### src/rtl/sensor_seq_ctrl_if.sv
// rtl/sensor_seq_ctrl_if.sv - control and timing signal bundle of the linear-sensor sequencer
interface sensor_seq_ctrl_if #(
    parameter int CH_W  = 8,
    parameter int CYC_W = 32
);
    logic             enable;
    logic             mode;
    logic             start;
    logic [15:0]      integ_ext;
    logic             sen_rst;
    logic             acq_timing;
    logic [CH_W-1:0]  ch_index;
    logic             frame_start;
    logic             frame_done;
    logic             busy;
    logic [CYC_W-1:0] cycle_count;

    modport master (
        output enable, mode, start, integ_ext,
        input  sen_rst, acq_timing, ch_index, frame_start, frame_done, busy, cycle_count
    );

    modport slave (
        input  enable, mode, start, integ_ext,
        output sen_rst, acq_timing, ch_index, frame_start, frame_done, busy, cycle_count
    );
endinterface

### src/rtl/sensor_seq_ctrl.sv
// rtl/sensor_seq_ctrl.sv - linear-sensor sequencer: reset pulse, quiet time, per-channel sample strobes
module sensor_seq_ctrl #(
    parameter int CHANNELS     = 256,
    parameter int CLKS_PER_CH  = 4,
    parameter int RST_PW       = 21,
    parameter int QUIET_TIME   = 18,
    parameter int SAMPLE_PHASE = 3,
    parameter int CYC_W        = 32,
    parameter int CH_W         = (CHANNELS > 1) ? $clog2(CHANNELS) : 1
) (
    input  logic              clk_4M,
    input  logic              sys_rst_n,
    sensor_seq_ctrl_if.slave  bus
);
    localparam int N       = CHANNELS * CLKS_PER_CH;
    localparam int M1      = (RST_PW > QUIET_TIME) ? RST_PW : QUIET_TIME;
    localparam int M2      = (M1 > N) ? M1 : N;
    localparam int CNT_MAX = (M2 > 65535) ? M2 : 65535;
    localparam int CNT_W   = $clog2(CNT_MAX);
    localparam int PH_W    = (CLKS_PER_CH > 1) ? $clog2(CLKS_PER_CH) : 1;
    localparam int CH_W_EXP = (CHANNELS > 1) ? $clog2(CHANNELS) : 1;

    if (CHANNELS < 1 || CLKS_PER_CH < 1 || RST_PW < 1 || QUIET_TIME < 1 || CYC_W < 1) begin : g_bad_width
        $error("sensor_seq_ctrl: zero or negative width parameter");
    end
    if (SAMPLE_PHASE < 0 || SAMPLE_PHASE >= CLKS_PER_CH) begin : g_bad_phase
        $error("sensor_seq_ctrl: SAMPLE_PHASE outside the channel slot");
    end
    if (CH_W != CH_W_EXP) begin : g_bad_chw
        $error("sensor_seq_ctrl: CH_W does not match CHANNELS");
    end

    typedef enum logic [2:0] {
        S_IDLE,
        S_RSTP,
        S_QUIET,
        S_READ,
        S_INTEG
    } state_t;

    state_t            state_q, state_d;
    logic [CNT_W-1:0]  cnt_q, cnt_d;
    logic [PH_W-1:0]   phase_q, phase_d;
    logic [CH_W-1:0]   ch_q, ch_d;
    logic [15:0]       integ_q, integ_d;
    logic              frame_end;

    logic              sen_rst_q, sen_rst_d;
    logic              acq_q, acq_d;
    logic [CH_W-1:0]   ch_index_q, ch_index_d;
    logic              fs_q, fs_d;
    logic              fd_q, fd_d;
    logic              busy_q, busy_d;
    logic [CYC_W-1:0]  cc_q, cc_d;

    always_comb begin
        state_d   = state_q;
        cnt_d     = cnt_q + CNT_W'(1);
        phase_d   = '0;
        ch_d      = '0;
        integ_d   = integ_q;
        frame_end = 1'b0;

        case (state_q)
            S_IDLE: begin
                cnt_d = '0;
                if (bus.enable && (!bus.mode || bus.start)) begin
                    state_d = S_RSTP;
                end
            end
            S_RSTP: begin
                // integration extension is frozen for the whole frame at cycle 0
                if (cnt_q == '0) begin
                    integ_d = bus.integ_ext;
                end
                if (cnt_q == CNT_W'(RST_PW - 1)) begin
                    state_d = S_QUIET;
                    cnt_d   = '0;
                end
            end
            S_QUIET: begin
                if (cnt_q == CNT_W'(QUIET_TIME - 1)) begin
                    state_d = S_READ;
                    cnt_d   = '0;
                end
            end
            S_READ: begin
                phase_d = phase_q + PH_W'(1);
                ch_d    = ch_q;
                if (phase_q == PH_W'(CLKS_PER_CH - 1)) begin
                    phase_d = '0;
                    ch_d    = ch_q + CH_W'(1);
                end
                if (cnt_q == CNT_W'(N - 1)) begin
                    if (integ_q != '0) begin
                        state_d = S_INTEG;
                        cnt_d   = '0;
                    end else begin
                        frame_end = 1'b1;
                    end
                end
            end
            S_INTEG: begin
                if (cnt_q == CNT_W'(integ_q) - CNT_W'(1)) begin
                    frame_end = 1'b1;
                end
            end
            default: begin
                state_d = S_IDLE;
                cnt_d   = '0;
            end
        endcase

        // enable/mode are only consulted here, so a running frame is never cut short
        if (frame_end) begin
            cnt_d   = '0;
            state_d = (!bus.mode && bus.enable) ? S_RSTP : S_IDLE;
        end

        busy_d     = (state_d != S_IDLE);
        sen_rst_d  = (state_d == S_IDLE) || (state_d == S_RSTP);
        fs_d       = (state_d == S_QUIET) && (cnt_d == '0);
        fd_d       = (state_d == S_READ) && (cnt_d == CNT_W'(N - 1));
        acq_d      = (state_d == S_READ) && (phase_d == PH_W'(SAMPLE_PHASE));
        ch_index_d = acq_d ? ch_d : ch_index_q;
        cc_d       = fs_d ? cc_q + CYC_W'(1) : cc_q;
    end

    always_ff @(posedge clk_4M) begin
        if (!sys_rst_n) begin
            state_q    <= S_IDLE;
            cnt_q      <= '0;
            phase_q    <= '0;
            ch_q       <= '0;
            integ_q    <= '0;
            sen_rst_q  <= 1'b1;
            acq_q      <= 1'b0;
            ch_index_q <= '0;
            fs_q       <= 1'b0;
            fd_q       <= 1'b0;
            busy_q     <= 1'b0;
            cc_q       <= '0;
        end else begin
            state_q    <= state_d;
            cnt_q      <= cnt_d;
            phase_q    <= phase_d;
            ch_q       <= ch_d;
            integ_q    <= integ_d;
            sen_rst_q  <= sen_rst_d;
            acq_q      <= acq_d;
            ch_index_q <= ch_index_d;
            fs_q       <= fs_d;
            fd_q       <= fd_d;
            busy_q     <= busy_d;
            cc_q       <= cc_d;
        end
    end

    assign bus.sen_rst     = sen_rst_q;
    assign bus.acq_timing  = acq_q;
    assign bus.ch_index    = ch_index_q;
    assign bus.frame_start = fs_q;
    assign bus.frame_done  = fd_q;
    assign bus.busy        = busy_q;
    assign bus.cycle_count = cc_q;
endmodule

### src/flat_wrapper.sv
// flat-port wrapper written by rule: the top's interface ports become plain ports
module sensor_seq_ctrl_flat 
#(
    parameter int CHANNELS     = 256,
    parameter int CLKS_PER_CH  = 4,
    parameter int RST_PW       = 21,
    parameter int QUIET_TIME   = 18,
    parameter int SAMPLE_PHASE = 3,
    parameter int CYC_W        = 32,
    parameter int CH_W         = (CHANNELS > 1) ? $clog2(CHANNELS) : 1
)
  (clk_4M, sys_rst_n, bus_enable, bus_mode, bus_start, bus_integ_ext, bus_sen_rst, bus_acq_timing, bus_ch_index, bus_frame_start, bus_frame_done, bus_busy, bus_cycle_count);
  sensor_seq_ctrl_if #(.CH_W(CH_W), .CYC_W(CYC_W)) bus_i ();
  input  logic clk_4M;
  input  logic sys_rst_n;
  input wire logic [$bits(bus_i.enable)-1:0] bus_enable;
  input wire logic [$bits(bus_i.mode)-1:0] bus_mode;
  input wire logic [$bits(bus_i.start)-1:0] bus_start;
  input wire logic [$bits(bus_i.integ_ext)-1:0] bus_integ_ext;
  output wire logic [$bits(bus_i.sen_rst)-1:0] bus_sen_rst;
  output wire logic [$bits(bus_i.acq_timing)-1:0] bus_acq_timing;
  output wire logic [$bits(bus_i.ch_index)-1:0] bus_ch_index;
  output wire logic [$bits(bus_i.frame_start)-1:0] bus_frame_start;
  output wire logic [$bits(bus_i.frame_done)-1:0] bus_frame_done;
  output wire logic [$bits(bus_i.busy)-1:0] bus_busy;
  output wire logic [$bits(bus_i.cycle_count)-1:0] bus_cycle_count;
  assign bus_i.enable = bus_enable;
  assign bus_i.mode = bus_mode;
  assign bus_i.start = bus_start;
  assign bus_i.integ_ext = bus_integ_ext;
  assign bus_sen_rst = bus_i.sen_rst;
  assign bus_acq_timing = bus_i.acq_timing;
  assign bus_ch_index = bus_i.ch_index;
  assign bus_frame_start = bus_i.frame_start;
  assign bus_frame_done = bus_i.frame_done;
  assign bus_busy = bus_i.busy;
  assign bus_cycle_count = bus_i.cycle_count;
  sensor_seq_ctrl #(.CHANNELS(CHANNELS), .CLKS_PER_CH(CLKS_PER_CH), .RST_PW(RST_PW), .QUIET_TIME(QUIET_TIME), .SAMPLE_PHASE(SAMPLE_PHASE), .CYC_W(CYC_W), .CH_W(CH_W)) u_core (.clk_4M(clk_4M), .sys_rst_n(sys_rst_n), .bus(bus_i));
endmodule
### config.mk
export PLATFORM = sky130hd
export DESIGN_NAME = sensor_seq_ctrl_flat
export DESIGN_NICKNAME = d
export VERILOG_FILES = /design/src/rtl/sensor_seq_ctrl_if.sv /design/src/rtl/sensor_seq_ctrl.sv /design/src/flat_wrapper.sv
export SDC_FILE = /design/constraint.sdc
export NUM_CORES = 1
export LEC_CHECK = 0
export CAP_MARGIN = 20
export CORE_MARGIN = 2
export CORE_UTILIZATION = 55
export DETAILED_ROUTE_END_ITERATION = 16
export PLACE_DENSITY = 0.85
export SYNTH_ARGS = -nofsm -noshare
export SYNTH_HDL_FRONTEND = slang
export SYNTH_SLANG_ARGS = --single-unit
### constraint.sdc
create_clock -name clk_4M -period 2.95 [get_ports clk_4M]
set_input_delay 0.59 -clock clk_4M [delete_from_list [all_inputs] [get_ports clk_4M]]
set_output_delay 0.59 -clock clk_4M [all_outputs]
set_load 0.02 [all_outputs]
==> images/final_congestion.png <==
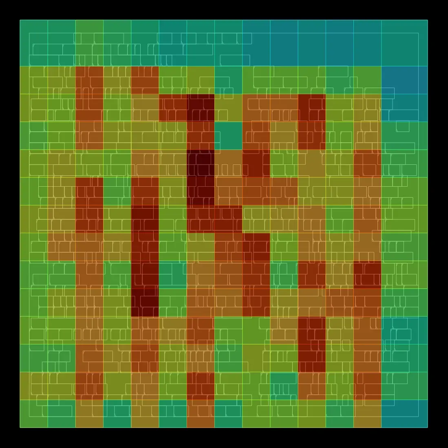
layer with the highest usage: met2
post-route core utilization: 0.687
met2 layer usage reported by global route: 0.469
per-cell routed wire length: 17.2 um
met1 global-route usage: 0.349

==> images/gate_families.png <==
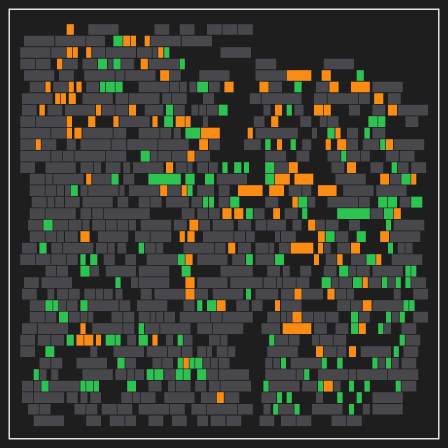
Green marks NAND gates, cells 130, most used nand2_1, where all over the die. Orange marks NOR gates, cells 104, most used nor2_1.
most common cell after layout, fill and taps aside: dfxtp_1
post-layout instance count excluding filler cells: 811
fraction of area in multi-input gates: 0.502

==> images/cell_classes.png <==
Bar = 20 um.
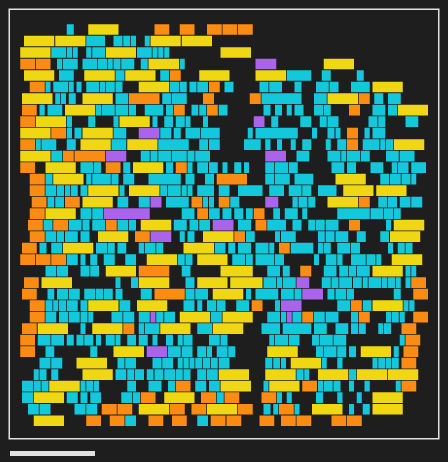
Purple marks clock drivers and dummy loads, cells 16, share of their area 3.1%. Yellow marks flip-flops, cells 90, share of their area 29%. Cyan marks all other logic, cells 496, share of their area 52%. Orange marks other buffers and delay cells, cells 98, share of their area 16%.

==> images/metal_stack.png <==
Bar = 20 um. Only two layers are drawn.
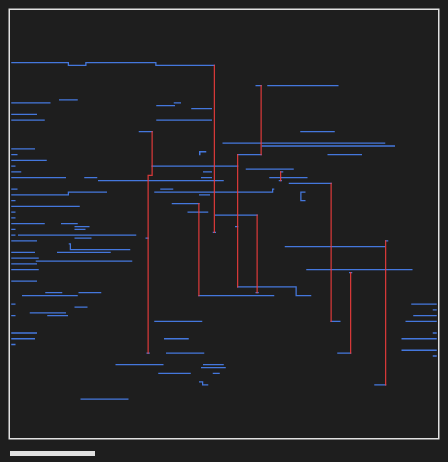
Blue marks met3, wire length 815 um. Red marks met4, wire length 268 um.
via count: 5135
Routed Wire Length: 13900 um

==> tab_implementation.tex <==
% Generated from flow reports
\begin{tabular}{lr}
\hline
Metric & Value \\
\hline
\multicolumn{2}{l}{\textbf{Place}} \\
Worst setup timing slack at the placement stage & 0.0249 ns \\
Half-perimeter wire length after placement & 9670 um \\
\multicolumn{2}{l}{\textbf{Logic synthesis}} \\
Compound-gate portion of the synthesized area & 0.158 \\
Adder-cell area share of the yosys netlist & 0.0169 \\
Most common flop cell mapped by yosys & dfxtp\_1 \\
Flip-flops with a built-in enable & 0 \\
Post-synth net total & 662 \\
Multiplexer share of the synthesized area & 0.0251 \\
Dominant cell by count in the synthesized netlist & dfxtp\_1 \\
Synth Instances & 634 \\
Post-synthesis share of cell area spent on xor and xnor gates & 0.0708 \\
Yosys stat area & 5190 um\^{}2 \\
Cells in synth\_stat.txt & 634 \\
\multicolumn{2}{l}{\textbf{Timing}} \\
Number of pins with negative max-slew slack in the final report & 0 \\
Number of setup violations in the final report & 0 \\
RSZ-0062 raised after global routing & false \\
\multicolumn{2}{l}{\textbf{Clock tree}} \\
Clock buffer count from CTS & 9 \\
\multicolumn{2}{l}{\textbf{Worst hold path}} \\
Source of the worst hold timing path & u\_core.phase\_q[0]\$\_SDFF\_PN0\_ \\
\multicolumn{2}{l}{\textbf{Drt}} \\
Top layer reached by signal wires & met4 \\
First-pass iteration count of the detailed router & 6 \\
Wire length on met3 & 814 um \\
Routed vias/inst & 6.33 \\
Met1 layer wirelength in the final routing & 6010 um \\
\multicolumn{2}{l}{\textbf{Worst setup path}} \\
Startpoint type of the worst setup path & flop \\
Maximum fanout along the worst path & 29 \\
\multicolumn{2}{l}{\textbf{Run status}} \\
Status & finished, final reports clean \\
\multicolumn{2}{l}{\textbf{Pwr}} \\
Share of total power in sequential cells & 0.522 \\
Power per Cell Area & 382 nW/um\^{}2 \\
Combinational share of power & 0.121 \\
Proportion of power drawn by the clock network & 0.357 \\
Power Sequential & 0.00126 W \\
\multicolumn{2}{l}{\textbf{Global routing}} \\
Number of global-route vias before repair & 4775 \\
Initial antenna violation count & 0 \\
Leftover overflow at the end of global routing & 0 \\
\multicolumn{2}{l}{\textbf{Cells and area}} \\
Area growth from synthesis to final layout & 21.6\% \\
Number of antenna diodes & 0 \\
Commonest cells after routing, fill and taps aside & 88 x dfxtp\_1, 65 x clkdlybuf4s50\_1, 63 x nand2\_1 \\
\hline
\end{tabular}
[critical path, cell delays in order, from the launching register on]
cell and delay [ns]:
dfxtp_1 0.42, or3_4 0.46, nor3_4 0.35, nand3_2 0.17, a211oi_4 0.33, nand4_4 0.18, buf_12 0.20, or4_1 0.48
a21oi_1 0.16
[layout make-up]
| class | count | area [um^2] |
|---|---|---|
| Clock buffer | 11 | 131 |
| Clock inverter | 5 | 62.6 |
| Fill cell | 742 | 2880 |
| Inverter | 13 | 48.8 |
| Multi-Input combinational cell | 483 | 3170 |
| Sequential cell | 90 | 1800 |
| Tap cell | 111 | 139 |
| Timing Repair Buffer | 98 | 961 |
[what timing repair did]
| item | 4_1_cts | 5_1_grt |
|---|---|---|
| gates resized | 0 | 9 |
| setup endpoints to repair | 0 | 53 |
| buffers inserted | 0 | 1 |
No activity file was given, so power comes from the tool's default toggle rates.
